`src/rtl/pipe_hazard_ctrl_pkg.sv`:
```
// Shared pipeline definitions: sequencer state encoding, register index width
// and the grouped enable/flush vectors driven into the pipeline registers.
package pipe_hazard_ctrl_pkg;

  localparam int REG_W = 5;

  typedef enum logic [1:0] {
    ST_RUN      = 2'd0,
    ST_MEM_WAIT = 2'd1,
    ST_MC_BUSY  = 2'd2,
    ST_ERR      = 2'd3
  } hz_state_e;

  typedef struct packed {
    logic pc;
    logic if_id;
    logic id_ex;
    logic ex_mem;
    logic mem_wb;
  } hz_en_t;

  typedef struct packed {
    logic if_id;
    logic id_ex;
    logic ex_mem;
  } hz_fl_t;

endpackage

```
`src/rtl/pipe_hazard_ctrl_hazard_detect.sv`:
```
// Load-use detector: the ID instruction reads a register that the load in EX
// has not produced yet. Writes to x0 never create a dependency.
module hazard_detect #(
  parameter int REG_W = 5
) (
  input  logic [REG_W-1:0] i_id_rs1,
  input  logic [REG_W-1:0] i_id_rs2,
  input  logic             i_id_use_rs1,
  input  logic             i_id_use_rs2,
  input  logic [REG_W-1:0] i_ex_rd,
  input  logic             i_ex_is_load,
  output logic             o_load_use
);

  logic w_rd_nz;
  logic w_hit_rs1;
  logic w_hit_rs2;

  assign w_rd_nz    = |i_ex_rd;
  assign w_hit_rs1  = i_id_use_rs1 & (i_id_rs1 == i_ex_rd);
  assign w_hit_rs2  = i_id_use_rs2 & (i_id_rs2 == i_ex_rd);
  assign o_load_use = i_ex_is_load & w_rd_nz & (w_hit_rs1 | w_hit_rs2);

endmodule

```
`src/rtl/pipe_hazard_ctrl.sv`:
```
// Stall/flush sequencer for the 5-stage pipeline: load-use stalls, branch
// squashes, data-memory wait states with timeout, multi-cycle EX ops.
module pipe_hazard_ctrl #(
  parameter int REG_W       = pipe_hazard_ctrl_pkg::REG_W,
  parameter int CNT_W       = 16,
  parameter int MEM_TIMEOUT = 64
) (
  input  logic             clk_en,
  input  logic             rst,
  input  logic [REG_W-1:0] id_rs1,
  input  logic [REG_W-1:0] id_rs2,
  input  logic             id_use_rs1,
  input  logic             id_use_rs2,
  input  logic [REG_W-1:0] ex_rd,
  input  logic             ex_is_load,
  input  logic             ex_branch_taken,
  input  logic             ex_mc_start,
  input  logic             ex_mc_done,
  input  logic             mem_req,
  input  logic             mem_ready,
  input  logic             stall_cnt_clr,
  output logic             pc_en,
  output logic             if_id_en,
  output logic             id_ex_en,
  output logic             ex_mem_en,
  output logic             mem_wb_en,
  output logic             if_id_flush,
  output logic             id_ex_flush,
  output logic             ex_mem_flush,
  output logic             mem_err,
  output logic [1:0]       state,
  output logic [CNT_W-1:0] stall_cnt
);

  import pipe_hazard_ctrl_pkg::*;

  localparam int TCNT_W = $clog2(MEM_TIMEOUT + 1);

  hz_state_e         r_state;
  hz_state_e         w_state_nxt;
  logic [TCNT_W-1:0] r_tcnt;
  logic [TCNT_W-1:0] w_tcnt_nxt;
  logic [TCNT_W-1:0] w_tcnt_inc;
  logic              r_mem_err;
  logic [CNT_W-1:0]  r_stall_cnt;
  logic              w_load_use;
  logic              w_mem_stall;
  hz_en_t            w_en;
  hz_fl_t            w_fl;
  hz_en_t            w_run_en;
  hz_fl_t            w_run_fl;
  hz_state_e         w_run_nxt;

  hazard_detect #(
    .REG_W(REG_W)
  ) u_hazard_detect (
    .i_id_rs1    (id_rs1),
    .i_id_rs2    (id_rs2),
    .i_id_use_rs1(id_use_rs1),
    .i_id_use_rs2(id_use_rs2),
    .i_ex_rd     (ex_rd),
    .i_ex_is_load(ex_is_load),
    .o_load_use  (w_load_use)
  );

  assign w_mem_stall = mem_req & ~mem_ready;
  assign w_tcnt_inc  = r_tcnt + TCNT_W'(1);

  // Normal-flow decision, shared by RUN and by the cycle memory becomes ready
  always_comb begin
    w_run_en  = hz_en_t'(5'b11111);
    w_run_fl  = hz_fl_t'(3'b000);
    w_run_nxt = ST_RUN;
    if (ex_mc_start) begin
      w_run_en  = hz_en_t'(5'b00011);
      w_run_fl  = hz_fl_t'(3'b001);
      w_run_nxt = ST_MC_BUSY;
    end else if (ex_branch_taken) begin
      w_run_fl  = hz_fl_t'(3'b110);
    end else if (w_load_use) begin
      w_run_en  = hz_en_t'(5'b00111);
      w_run_fl  = hz_fl_t'(3'b010);
    end
  end

  always_comb begin
    w_en        = hz_en_t'(5'b00000);
    w_fl        = hz_fl_t'(3'b000);
    w_state_nxt = r_state;
    w_tcnt_nxt  = r_tcnt;
    case (r_state)
      ST_RUN: begin
        if (w_mem_stall) begin
          w_state_nxt = ST_MEM_WAIT;
          w_tcnt_nxt  = TCNT_W'(1);
        end else begin
          w_en        = w_run_en;
          w_fl        = w_run_fl;
          w_state_nxt = w_run_nxt;
        end
      end
      ST_MEM_WAIT: begin
        if (mem_ready) begin
          w_en        = w_run_en;
          w_fl        = w_run_fl;
          w_state_nxt = w_run_nxt;
          w_tcnt_nxt  = '0;
        end else begin
          w_tcnt_nxt = w_tcnt_inc;
          if (w_tcnt_inc == TCNT_W'(MEM_TIMEOUT)) w_state_nxt = ST_ERR;
        end
      end
      ST_MC_BUSY: begin
        // A mem-stalled cycle freezes everything, including acceptance of done
        if (!w_mem_stall) begin
          if (ex_mc_done) begin
            w_en        = hz_en_t'(5'b11111);
            w_state_nxt = ST_RUN;
          end else begin
            w_en = hz_en_t'(5'b00011);
            w_fl = hz_fl_t'(3'b001);
          end
        end
      end
      default: begin
      end
    endcase
  end

  always_ff @(posedge clk_en or negedge rst) begin
    if (!rst) begin
      r_state   <= ST_RUN;
      r_tcnt    <= '0;
      r_mem_err <= 1'b0;
    end else begin
      r_state   <= w_state_nxt;
      r_tcnt    <= w_tcnt_nxt;
      r_mem_err <= r_mem_err | (w_state_nxt == ST_ERR);
    end
  end

  always_ff @(posedge clk_en or negedge rst) begin
    if (!rst) begin
      r_stall_cnt <= '0;
    end else if (stall_cnt_clr) begin
      r_stall_cnt <= '0;
    end else if (!w_en.pc && (r_stall_cnt != {CNT_W{1'b1}})) begin
      r_stall_cnt <= r_stall_cnt + CNT_W'(1);
    end
  end

  assign pc_en        = rst & w_en.pc;
  assign if_id_en     = rst & w_en.if_id;
  assign id_ex_en     = rst & w_en.id_ex;
  assign ex_mem_en    = rst & w_en.ex_mem;
  assign mem_wb_en    = rst & w_en.mem_wb;
  assign if_id_flush  = rst & w_fl.if_id;
  assign id_ex_flush  = rst & w_fl.id_ex;
  assign ex_mem_flush = rst & w_fl.ex_mem;
  assign mem_err      = r_mem_err;
  assign state        = r_state;
  assign stall_cnt    = r_stall_cnt;

endmodule

```
`config.mk`:
```
export PLATFORM = sky130hd
export DESIGN_NAME = pipe_hazard_ctrl
export DESIGN_NICKNAME = d
export VERILOG_FILES = /design/src/rtl/pipe_hazard_ctrl_pkg.sv /design/src/rtl/pipe_hazard_ctrl_hazard_detect.sv /design/src/rtl/pipe_hazard_ctrl.sv
export SDC_FILE = /design/constraint.sdc
export NUM_CORES = 1
export LEC_CHECK = 0
export CORE_MARGIN = 2
export CORE_UTILIZATION = 47
export CTS_BUF_LIST = sky130_fd_sc_hd__clkbuf_8 sky130_fd_sc_hd__clkbuf_16
export DETAILED_ROUTE_END_ITERATION = 16
export PLACE_DENSITY = 0.92
export SLEW_MARGIN = 20
export SYNTH_ARGS = -nofsm -noshare
export SYNTH_HDL_FRONTEND = slang
export SYNTH_HIERARCHICAL = 1
export SYNTH_SLANG_ARGS = --single-unit
```
`constraint.sdc`:
```
create_clock -name clk_en -period 4.54 [get_ports clk_en]
set_input_delay 1.362 -clock clk_en [delete_from_list [all_inputs] [get_ports clk_en]]
set_output_delay 1.362 -clock clk_en [all_outputs]
set_load 0.005 [all_outputs]
```
Fig. 1: sizing map
Drawn at 8 px/µm.
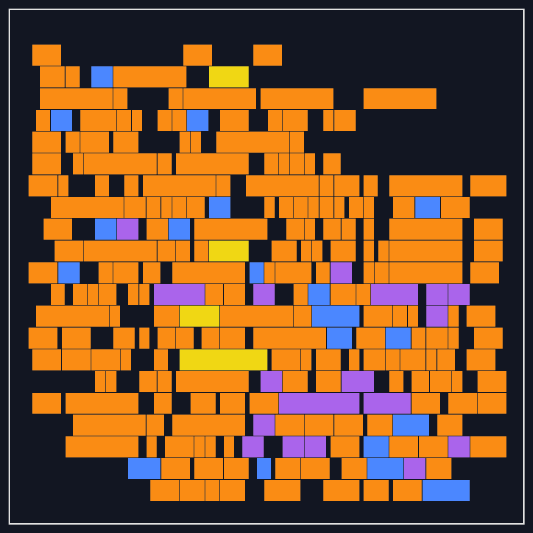
drive 6 and up: in yellow, cells 4, share 1.6%. drive 3 to 4: in purple, cells 18, share 7.2%. drive 1 or less: in orange, cells 208, share 84%. drive 2: in blue, cells 19, share 7.6%.

Fig. 2: signal wires on met2
Drawn at 6 px/µm.
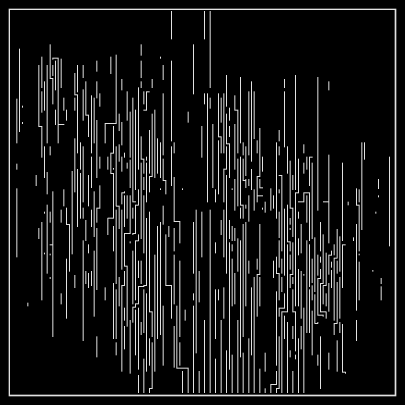
The layer holds 52% of the routed length. 251 nets have wire on it.

==> qor.yml <==
hold_violations: 0
gr-usage-met2_pct: 39.19
synth_seq_share_pct: 38.29
worstPathMaxFanout: 2
cts_buffer_depth: 2
powerComb_uw: 279
synth.largest_area_cell: "dfrtp_1"
reg2reg_depth: 8
hold_buffers: 0
n_all_inverters: 5
port-buffer-count: 52
pwr-share-comb_pct: 35.4
cts_tree: "yes"
cap_viol_max_count: 0
pg_seq_uw: 316
slowest_stage: "or4_4"
n_all_buffers: 65
worstSetupStartpoint: "ex_rd[1]"
status: "completed"
hpwl_um: 3220
largest_class: "logic gates"
synthArstFlopShare_pct: 100.0
critPathArrivalTime_ns: 3.15
n_antenna_cell: 0
netlist_top_cells_count: "dfrtp_1, nor2_1, nand2_1, o21ai_0, a21oi_1"
ys_cells: 187
Fig. 3: sequential cells grouped by signal name
Drawn at 6 px/µm.
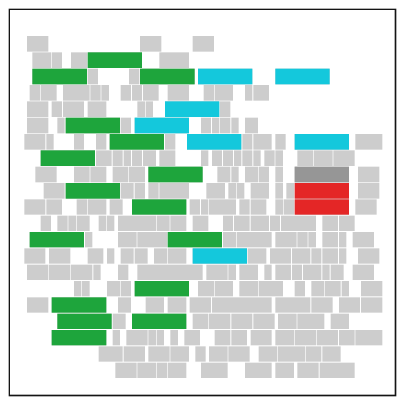
`r_tcnt`: in cyan, placed flops 7. `state`: in red, placed flops 2. `stall_cnt`: in green, placed flops 16.

Fig. 4: close-up of the layout
Region (20, 20) to (45, 45) µm. Cells in gray, sequential cells in the stronger gray; small squares are vias.
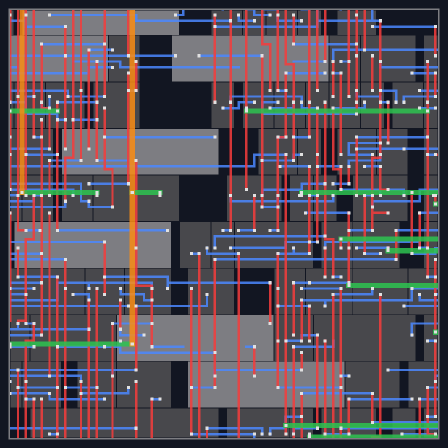
met1: in blue. met4: in orange. met3: in green. met2: in red.
Most frequent: nand2_1 (7), dfrtp_1 (7), o21ai_0 (6). Sequential cells in the window: 7. 66 logic cells have their middle in the window. Netlist names of flops here include `stall_cnt` (4), `r_tcnt` (3).

## kinds of logic after synthesis
kind of cell / after synthesis / synth area share (%)
simple gates: 81 / 25.85
compound gates: 48 / 19.37
flops: 26 / 38.29
xor+xnor: 15 / 7.732
buf+inv: 12 / 5.449
mux: 3 / 1.841
fa+ha+maj: 2 / 1.473
## layout by cell type (no fill, tap or decap), drive strengths merged, types with 4 or more instances in the layout
cell / n
clkdlybuf4s50: 40
dfrtp: 26
nor2: 18
o21ai: 18
nand2: 17
buf: 14
a21oi: 11
nand3: 10
xor2: 10
nor4: 8
or3: 7
dlygate4sd2: 6
inv: 5
xnor2: 5
nor3: 5
a31oi: 4
dlymetal6s2s: 4
and3: 4
clkbuf: 4
No activity file was given, so power comes from the tool's default toggle rates.
